--- src/rtl/opendap_sw_dp_regs.sv ---
// SW-DP register file and AP access sequencer: DP register decode, sticky error
// flags, power-up handshakes and a single-outstanding AP request with posted reads.
module opendap_sw_dp_regs #(
  parameter logic [31:0] DPIDR     = 32'h2ba01477,
  parameter logic [31:0] TARGETID  = 32'h00000001,
  parameter logic [3:0]  TINSTANCE = 4'h0
) (
  input  logic        swclk,
  input  logic        rst_n,
  input  logic [1:0]  bus_addr,
  input  logic        bus_r_nw,
  input  logic        bus_ap_ndp,
  input  logic [31:0] bus_wdata,
  input  logic        bus_en,
  output logic [31:0] bus_rdata,
  input  logic        dp_set_wdataerr,
  input  logic        dp_set_stickyorun,
  output logic        dp_orundetect,
  output logic        dp_acc_fault,
  output logic        dp_acc_protocol_err,
  output logic        ap_rdy,
  output logic        ap_en,
  output logic        ap_write,
  output logic [7:0]  ap_sel,
  output logic [7:0]  ap_addr,
  output logic [31:0] ap_wdata,
  input  logic [31:0] ap_rdata,
  input  logic        ap_ready,
  input  logic        ap_err,
  output logic        ap_abort,
  output logic        cdbgpwrupreq,
  input  logic        cdbgpwrupack,
  output logic        csyspwrupreq,
  input  logic        csyspwrupack
);

  localparam int unsigned DW = 32;
  localparam int unsigned BW = 8;

  typedef enum logic {AP_IDLE = 1'b0, AP_BUSY = 1'b1} ap_state_t;

  typedef struct packed {
    logic          write;
    logic [BW-1:0] sel;
    logic [BW-1:0] addr;
    logic [DW-1:0] wdata;
  } ap_req_t;

  ap_state_t     state, state_nxt;
  logic          abort_nxt;
  ap_req_t       req_q;
  logic [DW-1:0] select_q, rdbuff_q;
  logic          orundetect_q, stickyorun_q, stickyerr_q, readok_q, wdataerr_q;
  logic          dbgreq_q, sysreq_q;
  logic [1:0]    dbg_sync_q, sys_sync_q;

  logic          dp_wr, abort_wr, dap_abort, ap_start, ap_done, ap_rd_ok;
  logic [3:0]    dpbanksel;
  logic [DW-1:0] ctrl_stat, dlpidr;

  assign dpbanksel = select_q[3:0];
  assign dp_wr     = bus_en && !bus_ap_ndp && !bus_r_nw;
  assign abort_wr  = dp_wr && (bus_addr == 2'd0);
  assign dap_abort = abort_wr && bus_wdata[0];
  assign ap_start  = bus_en && bus_ap_ndp && (state == AP_IDLE);
  assign ap_done   = (state == AP_BUSY) && ap_ready;
  assign ap_rd_ok  = ap_done && !req_q.write && !ap_err;

  // AP sequencer: completion takes precedence over a same-cycle DAPABORT
  always_comb begin
    state_nxt = state;
    abort_nxt = 1'b0;
    case (state)
      AP_IDLE: if (ap_start) state_nxt = AP_BUSY;
      AP_BUSY: begin
        if (ap_done) begin
          state_nxt = AP_IDLE;
        end else if (dap_abort) begin
          state_nxt = AP_IDLE;
          abort_nxt = 1'b1;
        end
      end
      default: state_nxt = AP_IDLE;
    endcase
  end

  always_ff @(posedge swclk or negedge rst_n) begin
    if (!rst_n) begin
      state    <= AP_IDLE;
      ap_abort <= 1'b0;
    end else begin
      state    <= state_nxt;
      ap_abort <= abort_nxt;
    end
  end

  // Registers; sticky set inputs win over a same-cycle ABORT clear
  always_ff @(posedge swclk or negedge rst_n) begin
    if (!rst_n) begin
      req_q        <= '0;
      select_q     <= '0;
      rdbuff_q     <= '0;
      orundetect_q <= 1'b0;
      stickyorun_q <= 1'b0;
      stickyerr_q  <= 1'b0;
      readok_q     <= 1'b0;
      wdataerr_q   <= 1'b0;
      dbgreq_q     <= 1'b0;
      sysreq_q     <= 1'b0;
      dbg_sync_q   <= '0;
      sys_sync_q   <= '0;
    end else begin
      if (ap_start) begin
        req_q.write <= !bus_r_nw;
        req_q.sel   <= select_q[31:24];
        req_q.addr  <= {select_q[7:4], bus_addr, 2'b00};
        req_q.wdata <= bus_wdata;
      end
      if (dp_wr && (bus_addr == 2'd2)) select_q <= bus_wdata;
      if (dp_wr && (bus_addr == 2'd1) && (dpbanksel == 4'd0)) begin
        orundetect_q <= bus_wdata[0];
        dbgreq_q     <= bus_wdata[28];
        sysreq_q     <= bus_wdata[30];
      end
      if (ap_rd_ok) rdbuff_q <= ap_rdata;
      if (ap_start && bus_r_nw) readok_q <= 1'b0;
      else if (ap_rd_ok)        readok_q <= 1'b1;
      stickyerr_q  <= (ap_done && ap_err) || (stickyerr_q && !(abort_wr && bus_wdata[2]));
      wdataerr_q   <= dp_set_wdataerr || (wdataerr_q && !(abort_wr && bus_wdata[3]));
      stickyorun_q <= dp_set_stickyorun || (stickyorun_q && !(abort_wr && bus_wdata[4]));
      dbg_sync_q   <= {dbg_sync_q[0], cdbgpwrupack};
      sys_sync_q   <= {sys_sync_q[0], csyspwrupack};
    end
  end

  assign ctrl_stat = {sys_sync_q[1], sysreq_q, dbg_sync_q[1], dbgreq_q, 20'd0,
                      wdataerr_q, readok_q, stickyerr_q, 1'b0, 2'b00,
                      stickyorun_q, orundetect_q};
  assign dlpidr    = {TINSTANCE, 24'd0, 4'h1};

  // Read decode; AP reads return the previous result held in RDBUFF
  always_comb begin
    bus_rdata = '0;
    if (bus_ap_ndp) begin
      bus_rdata = rdbuff_q;
    end else begin
      case (bus_addr)
        2'd0: bus_rdata = DPIDR;
        2'd1: begin
          case (dpbanksel)
            4'd0:    bus_rdata = ctrl_stat;
            4'd2:    bus_rdata = TARGETID;
            4'd3:    bus_rdata = dlpidr;
            default: bus_rdata = '0;
          endcase
        end
        default: bus_rdata = rdbuff_q;
      endcase
    end
  end

  assign dp_acc_fault        = bus_ap_ndp && (stickyerr_q || stickyorun_q || wdataerr_q);
  assign dp_acc_protocol_err = !bus_ap_ndp && (bus_addr == 2'd1) &&
                               ((dpbanksel > 4'd4) || (!bus_r_nw && (dpbanksel >= 4'd2)));

  assign ap_en         = (state == AP_BUSY);
  assign ap_rdy        = !ap_en;
  assign ap_write      = req_q.write;
  assign ap_sel        = req_q.sel;
  assign ap_addr       = req_q.addr;
  assign ap_wdata      = req_q.wdata;
  assign dp_orundetect = orundetect_q;
  assign cdbgpwrupreq  = dbgreq_q;
  assign csyspwrupreq  = sysreq_q;

endmodule

--- config.mk ---
export PLATFORM = sky130hd
export DESIGN_NAME = opendap_sw_dp_regs
export DESIGN_NICKNAME = d
export VERILOG_FILES = /design/src/rtl/opendap_sw_dp_regs.sv
export SDC_FILE = /design/constraint.sdc
export NUM_CORES = 1
export LEC_CHECK = 0
export CELL_PAD_IN_SITES_DETAIL_PLACEMENT = 0
export CELL_PAD_IN_SITES_GLOBAL_PLACEMENT = 1
export CORE_ASPECT_RATIO = 1.25
export CORE_MARGIN = 3
export CORE_UTILIZATION = 33
export DETAILED_ROUTE_END_ITERATION = 12
export GPL_ROUTABILITY_DRIVEN = 1
export HOLD_SLACK_MARGIN = 0.05
export PLACE_DENSITY = 0.77
export SLEW_MARGIN = 20
export SYNTH_ARGS = -nofsm -noshare
export SYNTH_HDL_FRONTEND = slang
export SYNTH_SLANG_ARGS = --single-unit
--- constraint.sdc ---
create_clock -name swclk -period 1.7 [get_ports swclk]
set_input_delay 0.255 -clock swclk [delete_from_list [all_inputs] [get_ports swclk]]
set_output_delay 0.255 -clock swclk [all_outputs]
set_load 0.03 [all_outputs]
==> flow_metrics.env <==
# physical design summary
export IMPL_status="finished with violations"
export IMPL_failed_checks="setup timing"
export IMPL_die_area_mm2=0.0150
export IMPL_hpwl_reported_at_the_end_of_detailed_placement_mm=8.48
export IMPL_most_common_cell="nand2_1"
export IMPL_clock_cell_area_share_pct=4.40
export IMPL_postLayoutSetupSlackWorst_ns=-0.227
export IMPL_timing_worst_setup_path_type="reg -> out"
export IMPL_floorplan_die_width_um=110
export IMPL_switching_power_mw=3.24
export IMPL_asyncSetResetFlopFracSynth_pct=100
export IMPL_drt_pre_antenna_iters=4
export IMPL_path_max_fanout=3
export IMPL_detail_route_vias_per_cell=4.61
export IMPL_worst_r2r_startpoint="select_q[0]"
export IMPL_antenna_found_initial=2
export IMPL_fin_util_pct=53.8
export IMPL_syn_inst=408
export IMPL_clock_sinks=108
export IMPL_cp_start_kind="flop"
export IMPL_yosys_warn_count=0
export IMPL_worst_r2r_setup_slack_ns=-0.03
export IMPL_final_min_period_over_clock_period_pct=113
export IMPL_endpoint_kind="output pin"
export IMPL_layout_drive_gt1_share_pct=25.2
export IMPL_reg2reg_to="csyspwrupreq"
export IMPL_power_per_standard_cell_area_mw_per_mm2=1360
export IMPL_synth_ff_latch_count=108
export IMPL_cts_max_path_buffers=2
export IMPL_tritoncts_clock_tree="yes"
export IMPL_timing_final_hold_violations=0
export IMPL_hold_fix_buffer_count_after_cts=1
export IMPL_synth_top_flop_cell="dfrtp_1"
export IMPL_synth_top_cells_by_area="dfrtp_1, nand2_1, mux2_2, mux2_4, and2_1"
export IMPL_placed_cells=740
export IMPL_finalNonFillerCells=772
export IMPL_core_region_area_mm2=0.0129
export IMPL_worstHoldPathCells=1
export IMPL_maxClockFrequency_mhz=519
export IMPL_fin_crit_ns=1.93
export IMPL_ant_nets=0
export IMPL_post_cts_resize_count=35
export IMPL_areaGrowthSynthToFinish_pct=55.8
export IMPL_nMultiInputCombCells=279
export IMPL_max_cap_violations=0
export IMPL_synth_top_cell_area_share_pct=60.5
export IMPL_cellLeakagePower_nw=3.31
export IMPL_final_seq_area_mm2=0.00271
export IMPL_nFlopsAndLatches=108
export IMPL_yosys_area_share_simple_pct=18.7
export IMPL_setup_violations=13
export IMPL_comb_cell_share_pct=25.4
export IMPL_clk_root_buffer_cell="clkbuf_16"
export IMPL_number_of_global_route_vias_before_repair=3741
export IMPL_synth_edff_count=0
export IMPL_top_cells_by_count="nand2_1, dfrtp_1, mux2_2"
export IMPL_grt_overflow_total=0
export IMPL_worst_hold_path_type="in -> reg"
export IMPL_cts_buffers_inserted=9
export IMPL_chip_height_um=136
export IMPL_worst_hold_path_endpoint="sys_sync_q[0]"
export IMPL_logic_area_mm2=0.00177
export IMPL_antennaDiodeCount=2
export IMPL_path_clk_slew_ns=0.07
export IMPL_largest_cell_class="sequential cells"
export IMPL_total_power_mw=9.50
export IMPL_ys_seq_share_pct=60.5
export IMPL_post_synth_num_cell_types=32
export IMPL_inverters_excl_clock=1
-- placed cells by master (no fill, tap or decap), types with 9 or more instances in the layout --
| master | instances |
|---|---|
| dfrtp_1 | 106 |
| dlygate4sd2_1 | 17 |
| clkbuf_16 | 9 |
| buf_6 | 12 |
| buf_4 | 37 |
| mux2_2 | 41 |
| nor2_1 | 9 |
| mux2_4 | 10 |
| o21a_1 | 9 |
| clkdlybuf4s50_1 | 118 |
| nand2_1 | 153 |
| and2_1 | 14 |
-- worst max path at each step --
stage / endpoint / slack (ns) / cells past startpoint
final: bus_rdata[6] / -0.23 / 6
after global routing: bus_rdata[28] / -0.33 / 5
after CTS: bus_rdata[6] / -0.30 / 5
after detailed placement: bus_rdata[13] / -0.52 / 4
after global placement: bus_rdata[11] / -0.52 / 4
after floorplan: bus_rdata[28] / -0.17 / 3
-- flip-flops by register name, indices dropped and copies added, names as in the netlist, 2 cells and up --
signal / cells
dbg_sync_q: 2
sys_sync_q: 2
rdbuff_q: 32
ap_wdata: 32
select_q: 16
ap_addr: 6
ap_sel: 8
-- per-stage QoR --
step	area [um2]	setup TNS, ns
after floorplan	4470	-0.692
after global placement	6420	-19.27
after detailed placement	6420	-20.82
after CTS	6810	-2.43
after global routing	6970	-2.99
final	6970	-1.80
-- routing by layer --
| metal | wire (um) | up-vias | track usage, % |
|---|---|---|---|
| met5 | 0 | - | 0 |
| met4 | 265 | 0 | 5.27 |
| met3 | 828 | 19 | 4.56 |
| met2 | 6020 | 111 | 28.1 |
| met1 | 4880 | 1735 | 19.0 |
| li1 | - | 1697 | - |
-- worst max-delay path, cell delays in order (launching register included) --
cell     delay [ns]
dfrtp_2        0.44
nor4_4         0.30
buf_4          0.18
buf_6          0.10
nand2_4        0.04
a31oi_4        0.13
buf_6          0.15
**Metal layers overlaid**

Bar = 20 um.
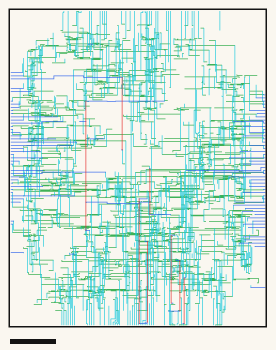
metal 2: shown in cyan, wire length 6020 um. metal 4: shown in red, wire length 266 um. metal 3: shown in blue, wire length 828 um. metal 1: shown in green, wire length 4880 um.
per-cell routed wire length: 15.5 um
total via count after detailed routing: 3562
overall routed net length: 12.0 mm
Overall Global Routing Usage: 16.1%

**Where the registers sit**

Bar = 20 um. Other sequential cells in the stronger gray, the rest of the logic in the fainter gray.
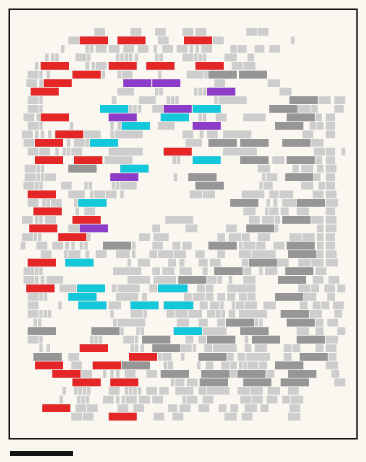
`select_q`: shown in cyan, placed flops 16. `ap_wdata`: shown in red, placed flops 32. `ap_sel`: shown in purple, placed flops 8, where north.

